`config.mk`:
```
export PLATFORM = sky130hd
export DESIGN_NAME = if_stage
export DESIGN_NICKNAME = d
export VERILOG_FILES = /design/src/rtl/mips_pkg.sv /design/src/rtl/sat_counter.sv /design/src/rtl/if_stage.sv
export SDC_FILE = /design/constraint.sdc
export NUM_CORES = 1
export LEC_CHECK = 0
export ABC_AREA = 1
export ABC_CLOCK_PERIOD_IN_PS = 2200
export CORE_MARGIN = 1.5
export CORE_UTILIZATION = 40
export DETAILED_ROUTE_END_ITERATION = 12
export PLACE_DENSITY = 0.7
export REMOVE_ABC_BUFFERS = 1
export SLEW_MARGIN = 40
export SYNTH_ARGS = -nofsm -noshare
export SYNTH_HDL_FRONTEND = slang
export SYNTH_SLANG_ARGS = --single-unit
```
`constraint.sdc`:
```
create_clock -name clk -period 2.2 [get_ports clk]
set_clock_uncertainty 0.15 [all_clocks]
set_input_delay 0.44 -clock clk [delete_from_list [all_inputs] [get_ports clk]]
set_output_delay 0.44 -clock clk [all_outputs]
set_load 0.02 [all_outputs]
```
`src/rtl/mips_pkg.sv`:
```
// Shared MIPS definitions: opcode encodings and the canonical nop word.
package mips_pkg;

    localparam logic [5:0] OP_RTYPE = 6'b000000;
    localparam logic [5:0] OP_J     = 6'b000010;
    localparam logic [5:0] OP_BEQ   = 6'b000100;
    localparam logic [5:0] OP_ADDI  = 6'b001000;
    localparam logic [5:0] OP_LW    = 6'b100011;
    localparam logic [5:0] OP_SW    = 6'b101011;

    localparam logic [31:0] NOP = 32'h0000_0000;

endpackage

```
`src/rtl/sat_counter.sv`:
```
// Saturating up-counter with asynchronous active-low reset; sticks at all-ones.
module sat_counter
    import mips_pkg::*;
#(
    parameter int unsigned CNT_W = 16
) (
    input  logic             clk,
    input  logic             rst,
    input  logic             inc,
    output logic [CNT_W-1:0] cnt
);

    localparam logic [CNT_W-1:0] ONE = CNT_W'(1);

    always_ff @(posedge clk or negedge rst) begin
        if (!rst) begin
            cnt <= '0;
        end else if (inc && (cnt != '1)) begin
            cnt <= cnt + ONE;
        end
    end

endmodule

```
`src/rtl/if_stage.sv`:
```
// MIPS instruction-fetch stage: PC register, redirect mux, IF/ID register and
// fetch performance counters.
module if_stage
    import mips_pkg::*;
#(
    parameter logic [31:0] PC_RESET = 32'h0000_0000,
    parameter int unsigned CNT_W    = 16
) (
    input  logic             clk,
    input  logic             rst,
    input  logic             en,
    output logic [31:0]      imem_addr,
    input  logic [31:0]      imem_data,
    input  logic             f_choke,
    input  logic             f_jmp,
    input  logic             br_taken,
    input  logic [31:0]      br_target,
    output logic [31:0]      pc,
    output logic [31:0]      ifid_ins,
    output logic [31:0]      ifid_pc4,
    output logic [CNT_W-1:0] cnt_fetch,
    output logic [CNT_W-1:0] cnt_stall,
    output logic [CNT_W-1:0] cnt_flush
);

    logic [31:0] pc4;
    logic [31:0] jmp_target;
    logic        fetch_inc;
    logic        stall_inc;
    logic        flush_inc;

    always_comb begin
        pc4        = pc + 32'd4;
        jmp_target = {pc4[31:28], imem_data[25:0], 2'b00};
        // A taken branch outranks choke and jump alike.
        fetch_inc  = en & ~br_taken & ~f_choke;
        stall_inc  = en & ~br_taken & f_choke;
        flush_inc  = en & (br_taken | (~f_choke & f_jmp));
    end

    assign imem_addr = pc;

    always_ff @(posedge clk or negedge rst) begin
        if (!rst) begin
            pc       <= PC_RESET;
            ifid_ins <= NOP;
            ifid_pc4 <= '0;
        end else if (en) begin
            if (br_taken) begin
                pc       <= br_target;
                ifid_ins <= NOP;
                ifid_pc4 <= '0;
            end else if (f_choke) begin
                ifid_ins <= NOP;
                ifid_pc4 <= '0;
            end else begin
                // The jump itself enters IF/ID; there is no delay slot.
                pc       <= f_jmp ? jmp_target : pc4;
                ifid_ins <= imem_data;
                ifid_pc4 <= pc4;
            end
        end
    end

    sat_counter #(.CNT_W(CNT_W)) u_cnt_fetch (
        .clk (clk),
        .rst (rst),
        .inc (fetch_inc),
        .cnt (cnt_fetch)
    );

    sat_counter #(.CNT_W(CNT_W)) u_cnt_stall (
        .clk (clk),
        .rst (rst),
        .inc (stall_inc),
        .cnt (cnt_stall)
    );

    sat_counter #(.CNT_W(CNT_W)) u_cnt_flush (
        .clk (clk),
        .rst (rst),
        .inc (flush_inc),
        .cnt (cnt_flush)
    );

endmodule

```
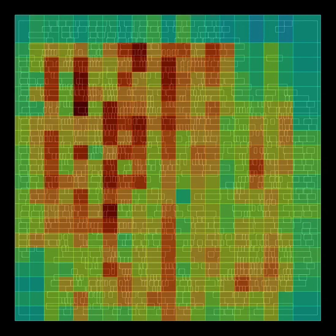
Figure 1: run 1, routing congestion map.
GRT met3 Usage: 3.51%
WL per Instance: 16.4 um
met1 track demand over resource: 32.1%

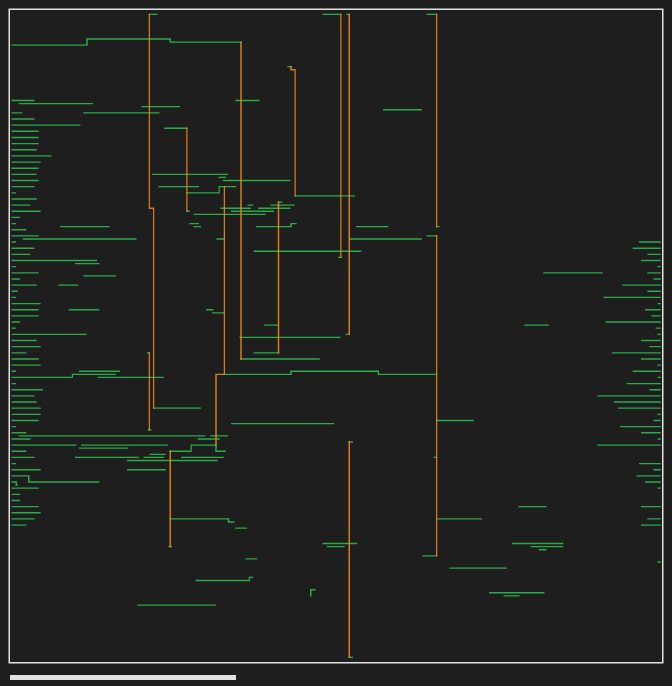
Figure 2: run 1, signal wires by layer.
The bar under the picture is 50 um long. Two of the layers only.
legend:
  green:
    layer: metal 3
    wire_length: 1,370 um
  orange:
    layer: metal 4
    wire_length: 626 um
gr usage total: 24.0%
WL final: 24,700 um
via count: 7,564

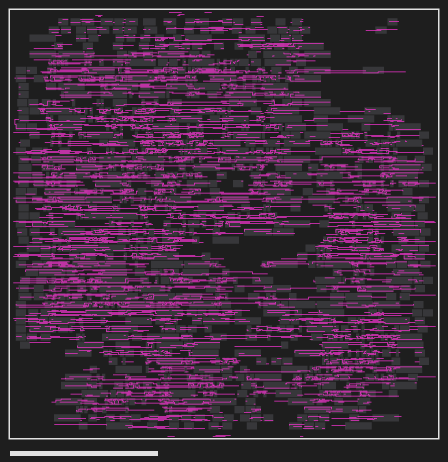
Figure 3: run 1, met1 routing.
The bar under the picture is 50 um long. Cells faint in the background.
main direction: horizontal
wire length on this layer: 10,900 um
nets with wire on the layer: 1,139
longest straight run: 34.0 um
share of all routed wire: 44%

==> impl_metrics.env, run 1 <==
# physical design summary
export IMPL_clockRootBuffer="clkbuf_16"
export IMPL_synthArstFlopShare_pct=100
export IMPL_met2_usage_pct=39.6
export IMPL_seq_cells=144
export IMPL_powerComb_mw=2.76
export IMPL_cts_hold_buf=1
export IMPL_diodes=2
export IMPL_met2_length_um=11800
export IMPL_layout_nonclk_buf_share_pct=24.5
export IMPL_grt_pass1_vias=7148
export IMPL_num_multi_input_gates=710
export IMPL_timing_final_crit_share_pct=98.8
export IMPL_ys_flops=144
export IMPL_ff_latch_area_mm2=0.00361
export IMPL_ys_dominant_reg_cell="dfrtp_1"
export IMPL_slew_violations=0
export IMPL_io_buffer_count=245
export IMPL_dp_cells=1473
export IMPL_final_min_clock_period_ps=2170
export IMPL_worst_slew_pin_slew_ps=688
export IMPL_crit_buf_inv=1
export IMPL_edf_count=0
export IMPL_layout_nets=1302
export IMPL_num_nonclk_inverters=78
export IMPL_avgSynthCellArea_um2=7.98
export IMPL_nClkBuffers=24
export IMPL_utilization_pct=57.9
export IMPL_netlist_area_mm2=0.00797
export IMPL_placed_cell_area_mm2=0.0106
export IMPL_seqPwrFrac_pct=37.2
export IMPL_post_dp_hpwl_um=18200
export IMPL_hp_class="in -> reg"
export IMPL_ys_seq_share_pct=45.2
export IMPL_cp_arrival_ps=1580
export IMPL_n_fill_cell=1793
export IMPL_crit_slowest_cell="clkdlybuf4s50_1"
export IMPL_die_w_um=144
export IMPL_drc=0
export IMPL_clk_share_pct=5.62
export IMPL_yosys_area_mm2=0.00797
export IMPL_cp_max_fo=5
export IMPL_max_clock_freq_ghz=0.460
export IMPL_largestClassByArea="logic gates"
export IMPL_power_mw=9.32
export IMPL_first_pass_iters=5
export IMPL_comb_area_mm2=0.00365
export IMPL_antenna_found_initial=3
export IMPL_maxPowerGroup="registers"
export IMPL_fp_util_pct=40.8
export IMPL_fin_worst_hold_slack_ps=266
export IMPL_cts_resized=13
export IMPL_clockBufferDepth=2
export IMPL_switching_share_pct=33.5
export IMPL_crit_path_max_incr_delay_ps=660
export IMPL_fin_tns_setup_ps=0
export IMPL_cts_tree="built"
export IMPL_grt_busiest_layer="met2"
export IMPL_top_layer="met4"
export IMPL_p_clk_share_pct=33.2
export IMPL_clk_latency_ps=420
export IMPL_via_per_inst=5.02
export IMPL_drive_gt1_share_pct=8.46
export IMPL_p_sw_mw=3.12
export IMPL_drv_cap=0
export IMPL_combPwrFrac_pct=29.6
export IMPL_status="finished clean"
export IMPL_ir_drop_mv=0.532
export IMPL_rows=51
export IMPL_ctsHtreeMaxLevel=4
export IMPL_yosysWarnings=0
export IMPL_gp_congestion=0.882
export IMPL_powerDensity_mw_per_mm2=825
export IMPL_wl_met3_um=1370
export IMPL_cp_required_ps=1610
export IMPL_clock_sinks=144
export IMPL_criticalPathCategory="reg -> out"
export IMPL_signal_buffers=277
export IMPL_cp_cell_sequence="clkdlybuf4s50_1"
export IMPL_worst_slack_ps=27.4
export IMPL_instances_no_fill=1508
export IMPL_core_area_mm2=0.0195
export IMPL_sh_seq_area_pct=31.9
export IMPL_synthCells=998
export IMPL_openroad_warnings=25
export IMPL_taps=265
export IMPL_die_h_um=144
export IMPL_sh_comb_area_pct=32.3
export IMPL_cts_clk_slew_worst_paths_ps=60
export IMPL_startpoint_type="flop"
export IMPL_yosys_cell_types_count=38
export IMPL_hold_viol_final=0
export IMPL_powerClk_mw=3.09
export IMPL_ant_nets=0
export IMPL_power_leakage_nw=5.29
export IMPL_dp_worst_setup_slack_ps=-34.7
export IMPL_wl_met1_um=10900
export IMPL_setup_violations=0
export IMPL_powerSeq_mw=3.47
export IMPL_grt_overflow=0
export IMPL_synthToLayoutAreaGrowth_pct=41.9
export IMPL_p_int_mw=6.20
export IMPL_cp_end_kind="output pin"
export IMPL_ys_cells=998
export IMPL_ios=246
export IMPL_slew_headroom_pct=54.1
export IMPL_grt_max_degree=60
export IMPL_final_area_mm2=0.0113
export IMPL_post_cts_buffers=0
export IMPL_die_area_mm2=0.0208
export IMPL_drtIter0Drc=480
export IMPL_cts_buffers=17
export IMPL_grt_pass1_wl_um=38300
export IMPL_cp_top_family="buffers and inverters"
[run 1: synth_stat cells, types with 2 or more instances]
| cell | instances | area share (%) |
|---|---|---|
| nor2_4 | 4 | 0.57 |
| o22ai_1 | 2 | 0.16 |
| a21oi_1 | 30 | 1.9 |
| nor3_1 | 25 | 1.6 |
| nor2_2 | 5 | 0.39 |
| clkbuf_1 | 16 | 0.75 |
| buf_6 | 3 | 0.42 |
| nand2_4 | 4 | 0.57 |
| inv_1 | 73 | 3.4 |
| xor2_2 | 3 | 0.61 |
| o21ai_0 | 32 | 2.0 |
| nor2_1 | 102 | 4.8 |
| nand3_1 | 47 | 3.0 |
| o21ai_2 | 2 | 0.22 |
| xnor2_1 | 9 | 0.99 |
| nand2_1 | 303 | 14 |
| nor3_2 | 4 | 0.50 |
| dfrtp_1 | 144 | 45 |
| o21ai_1 | 15 | 0.94 |
| buf_4 | 35 | 3.3 |
| o211ai_1 | 3 | 0.28 |
| buf_2 | 11 | 0.69 |
| xor2_1 | 41 | 4.5 |
| nand3b_1 | 5 | 0.47 |
| nand4_1 | 13 | 1.0 |
| ha_1 | 4 | 0.63 |
| inv_2 | 3 | 0.14 |
| a22o_1 | 46 | 5.1 |
| nand2_2 | 5 | 0.39 |
[run 1: path summary, 6_finish.rpt]
check | from | end | slack, ps | cells after the start
worst min register to register | ifid_pc4[7]$_DFFE_PN0P_ | ifid_pc4[7]$_DFFE_PN0P_ | 340 | 2
worst max register to register | u_cnt_stall.cnt[0]$_DFFE_PN0P_ | u_cnt_stall.cnt[15]$_DFFE_PN0P_ | 250 | 8
worst min-delay path | br_taken | imem_addr[0]$_DFFE_PN0P_ | 270 | 3
max in group asynchronous | rst | imem_addr[4]$_DFFE_PN0P_ | 780 | 3
min in group asynchronous | rst | u_cnt_stall.cnt[2]$_DFFE_PN0P_ | 350 | 2
worst max-delay path | imem_addr[9]$_DFFE_PN0P_ | pc[9] | 30 | 1
[run 1: placed cells by master, fill, tap and decap left out, types with 3 or more instances in the layout]
cell | synthesis | final
nand2_2 | 5 | 5
inv_2 | 3 | 4
clkbuf_8 | 0 | 6
nor3_2 | 4 | 3
clkdlybuf4s50_1 | 0 | 217
xor2_1 | 41 | 41
a21oi_1 | 30 | 30
xnor2_1 | 9 | 9
nand2_4 | 4 | 4
o21ai_0 | 32 | 32
dfrtp_2 | 0 | 5
dlymetal6s2s_1 | 0 | 17
nand4_1 | 13 | 13
nor2_4 | 4 | 4
nor2_2 | 5 | 5
dlygate4sd2_1 | 0 | 9
ha_1 | 4 | 4
a22o_1 | 46 | 46
nor2_1 | 102 | 102
nand2_1 | 303 | 303
o21ai_1 | 15 | 15
dfrtp_1 | 144 | 139
nand3_1 | 47 | 47
xor2_2 | 3 | 3
nor3_1 | 25 | 25
bufinv_16 | 0 | 3
buf_4 | 35 | 27
buf_12 | 0 | 4
o211ai_1 | 3 | 3
inv_1 | 73 | 72
nand3b_1 | 5 | 5
clkbuf_16 | 0 | 17
[run 1: logic make-up after synthesis]
logic type | share of synthesized area, %
DFF | 45.2
and+or+nand+nor | 28.0
xor gates and xnor gates | 6.11
adders and majority gates | 0.628
AOI/OAI and AO/OA | 10.9
buffers and inverters | 9.06
==> run 1 -> run 2 <==
--- a/config.mk
+++ b/config.mk
@@ -7,10 +7,12 @@
 export LEC_CHECK = 0
 export ABC_AREA = 1
 export ABC_CLOCK_PERIOD_IN_PS = 2200
+export CELL_PAD_IN_SITES_DETAIL_PLACEMENT = 2
+export CELL_PAD_IN_SITES_GLOBAL_PLACEMENT = 2
 export CORE_MARGIN = 1.5
-export CORE_UTILIZATION = 40
+export CORE_UTILIZATION = 27
 export DETAILED_ROUTE_END_ITERATION = 12
-export PLACE_DENSITY = 0.7
+export PLACE_DENSITY_LB_ADDON = 0.1
 export REMOVE_ABC_BUFFERS = 1
 export SLEW_MARGIN = 40
 export SYNTH_ARGS = -nofsm -noshare
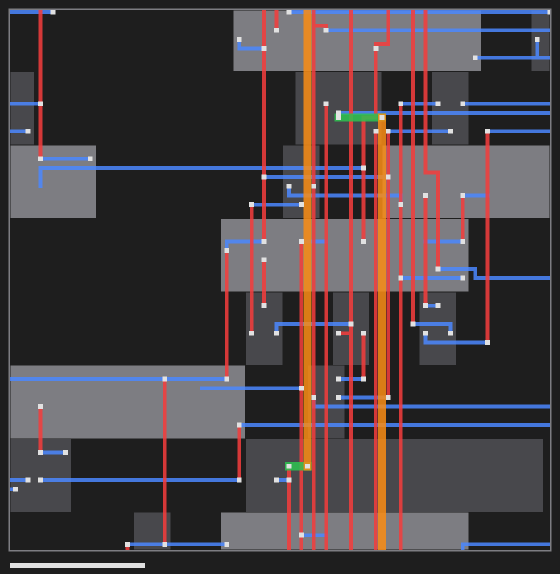
Figure 4: run 2, zoomed window.
The bar under the picture is 5 um long. Region (121, 121) to (141, 141) um. Cells in grey, sequential cells in the stronger grey; small squares are vias.
legend:
  green:
    layer: metal 3
  blue:
    layer: metal 1
  orange:
    layer: metal 4
  red:
    layer: metal 2
sequential cells in the window: 5
netlist names of flops here include: `u_cnt_stall.cnt` (4), `ifid_ins` (1)
most frequent: nand2_1 (7), dfrtp_1 (5)
cells with their middle in the window: 16

==> impl_metrics.env, run 2 <==
# physical design summary
export IMPL_synthToLayoutAreaGrowth_pct=45.3
export IMPL_cp_max_fo=6
export IMPL_vias=7701
export IMPL_cts_tree="built"
export IMPL_status="finished clean"
export IMPL_power_mw=9.37
export IMPL_final_min_clock_period_ps=2150
export IMPL_cp_end_kind="output pin"
export IMPL_netlist_area_mm2=0.00797
export IMPL_ctsHtreeMaxLevel=4
export IMPL_ys_seq_share_pct=45.2
export IMPL_ios=246
export IMPL_setup_violations=0
export IMPL_io_buffer_count=245
export IMPL_worst_slew_pin_slew_ps=543
export IMPL_gp_congestion=0.824
export IMPL_die_h_um=175
export IMPL_core_area_mm2=0.0289
export IMPL_synthArstFlopShare_pct=100
export IMPL_avgSynthCellArea_um2=7.98
export IMPL_fp_util_pct=27.6
export IMPL_yosys_cell_types_count=38
export IMPL_clock_sinks=144
export IMPL_antenna_found_initial=0
export IMPL_drc=0
export IMPL_rsz0062_at_grt="no"
export IMPL_grt_pass1_vias=8461
export IMPL_grt_max_degree=56
export IMPL_slew_violations=0
export IMPL_ys_cells=998
export IMPL_ir_drop_mv=0.427
export IMPL_clk_latency_ps=420
export IMPL_ant_nets=0
export IMPL_final_area_mm2=0.0116
export IMPL_yosysWarnings=0
export IMPL_wl_um=31000
export IMPL_synthCells=998
export IMPL_first_pass_iters=4
export IMPL_ys_dominant_reg_cell="dfrtp_1"
export IMPL_powerDensity_mw_per_mm2=810
export IMPL_ys_flops=144
export IMPL_hold_viol_final=0
export IMPL_crit_path_max_incr_delay_ps=660
export IMPL_grt_pass1_wl_um=49200
export IMPL_openroad_warnings=25
export IMPL_clockRootBuffer="clkbuf_16"
export IMPL_timing_final_crit_share_pct=97.6
export IMPL_die_area_mm2=0.0305
export IMPL_cp_top_family="buffers and inverters"
export IMPL_drtIter0Drc=217
export IMPL_most_common_layout_cells="303 x nand2_1, 211 x clkdlybuf4s50_1, 135 x dfrtp_1, 102 x nor2_1, 72 x inv_1"
export IMPL_cts_buffers=17
export IMPL_mostFrequentLayoutCell="nand2_1"
export IMPL_wl_per_cell_um=19.0
export IMPL_crit_slowest_cell="clkdlybuf4s50_1"
export IMPL_yosysTopAreaCellShare_pct=45.2
export IMPL_cp_cell_sequence="clkdlybuf4s50_1"
export IMPL_fin_worst_hold_slack_ps=255
export IMPL_ys_top_cells_by_count="303 x nand2_1, 144 x dfrtp_1, 102 x nor2_1"
export IMPL_clockBufferDepth=2
export IMPL_post_dp_hpwl_um=23200
export IMPL_diodes=0
export IMPL_drive_gt1_share_pct=9.50
export IMPL_hp_class="in -> async"
export IMPL_die_w_um=175
export IMPL_edf_count=0
export IMPL_gr_usage_all_layers_pct=20.8
export IMPL_placed_cell_area_mm2=0.0109
export IMPL_post_cts_buffers=0
export IMPL_yosys_area_mm2=0.00797
export IMPL_max_clock_freq_ghz=0.466
export IMPL_grt_overflow=0
export IMPL_yosysTopAreaCell="dfrtp_1"
export IMPL_via_per_inst=4.71
export IMPL_synth_area_top_cells="dfrtp_1 45%, nand2_1 14%, a22o_1 5.1%"
export IMPL_drv_cap=0
export IMPL_criticalPathCategory="reg -> out"
export IMPL_crit_buf_inv=1
export IMPL_rows=62
export IMPL_cts_clk_slew_worst_paths_ps=70
export IMPL_synth_most_common_cell="nand2_1"
export IMPL_cp_required_ps=1610
export IMPL_power_leakage_nw=5.40
export IMPL_slew_headroom_pct=63.5
export IMPL_cp_arrival_ps=1560
export IMPL_startpoint_type="flop"
export IMPL_layout_nets=1313
-- run 2: stage by stage --
stage / setup TNS, ps / setup WS (ps) / util [%] / cells
after floorplan: -102850 / -1590 / - / 932
after CTS: 0 / 3.09 / 39.9 / 1636
after global placement: 0 / 56.7 / 37.8 / 1603
after global routing: 0 / 0.477 / 40.1 / 1636
final: 0 / 53.7 / 40.1 / 1636
after detailed placement: -29.3 / -29.3 / 37.8 / 1603
-- run 2: final timing paths --
check | start | to | slack, ps | cells after the start
setup / recovery | imem_addr[27]$_DFFE_PN0P_ | imem_addr[27] | 50 | 1
hold / removal | rst | u_cnt_fetch.cnt[6]$_DFFE_PN0P_ | 250 | 2
setup reg to reg | imem_addr[2]$_DFFE_PN0P_ | imem_addr[20]$_DFFE_PN0P_ | 250 | 12
hold reg to reg | ifid_pc4[2]$_DFFE_PN0P_ | ifid_pc4[2]$_DFFE_PN0P_ | 340 | 2
max in group asynchronous | rst | u_cnt_flush.cnt[6]$_DFFE_PN0P_ | 970 | 3
min in group clk | ifid_pc4[2]$_DFFE_PN0P_ | ifid_pc4[2]$_DFFE_PN0P_ | 340 | 2
-- run 2: where the power goes --
part	switching, mW	leakage, nW	total [mW]	internal (mW)
Sequential	0.465	1.85	3.46	3.00
Combinational	1.63	3.28	2.92	1.29
Clock	1.29	0.273	2.99	1.70
-- run 2: cell type report --
| cell class | instances | area, um^2 |
|---|---|---|
| Clock buffer | 19 | 433 |
| Clock inverter | 13 | 154 |
| Fill cell | 3298 | 17300 |
| Inverter | 78 | 303 |
| Multi-Input combinational cell | 710 | 3650 |
| Sequential cell | 144 | 3610 |
| Tap cell | 384 | 480 |
| Timing Repair Buffer | 288 | 2940 |
-- run 2: cells by family (layout without fill, tap and decap cells) --
| family | Yosys count | in the layout | share of synthesized area (%) |
|---|---|---|---|
| adder cells (fa/ha/maj) | 4 | 4 | 0.628 |
| flip-flops | 144 | 144 | 45.2 |
| buffers and inverters | 144 | 398 | 9.06 |
| AND-OR/OR-AND | 133 | 133 | 10.9 |
| XOR/XNOR | 53 | 53 | 6.11 |
| AND/OR/NAND/NOR | 520 | 520 | 28.0 |
-- run 2: metal layers --
| layer | GRT usage (%) | vias up | part of all wire, % |
|---|---|---|---|
| met3 | 3.92 | 20 | 3.8 |
| met1 | 27.9 | 3831 | 47 |
| met2 | 34.5 | 168 | 48 |
| met4 | 5.13 | 0 | 1.4 |
| li1 | - | 3682 | - |
| met5 | 0 | - | 0 |
-- run 2: what timing repair did --
action	4_1_cts	5_1_grt
setup endpoints to repair	25	23
hold buffers	1	0
hold endpoints to repair	42	0
pin swaps	0	0
resized	19	22
Power figures rest on the tool's default switching activity, not on a simulated workload.
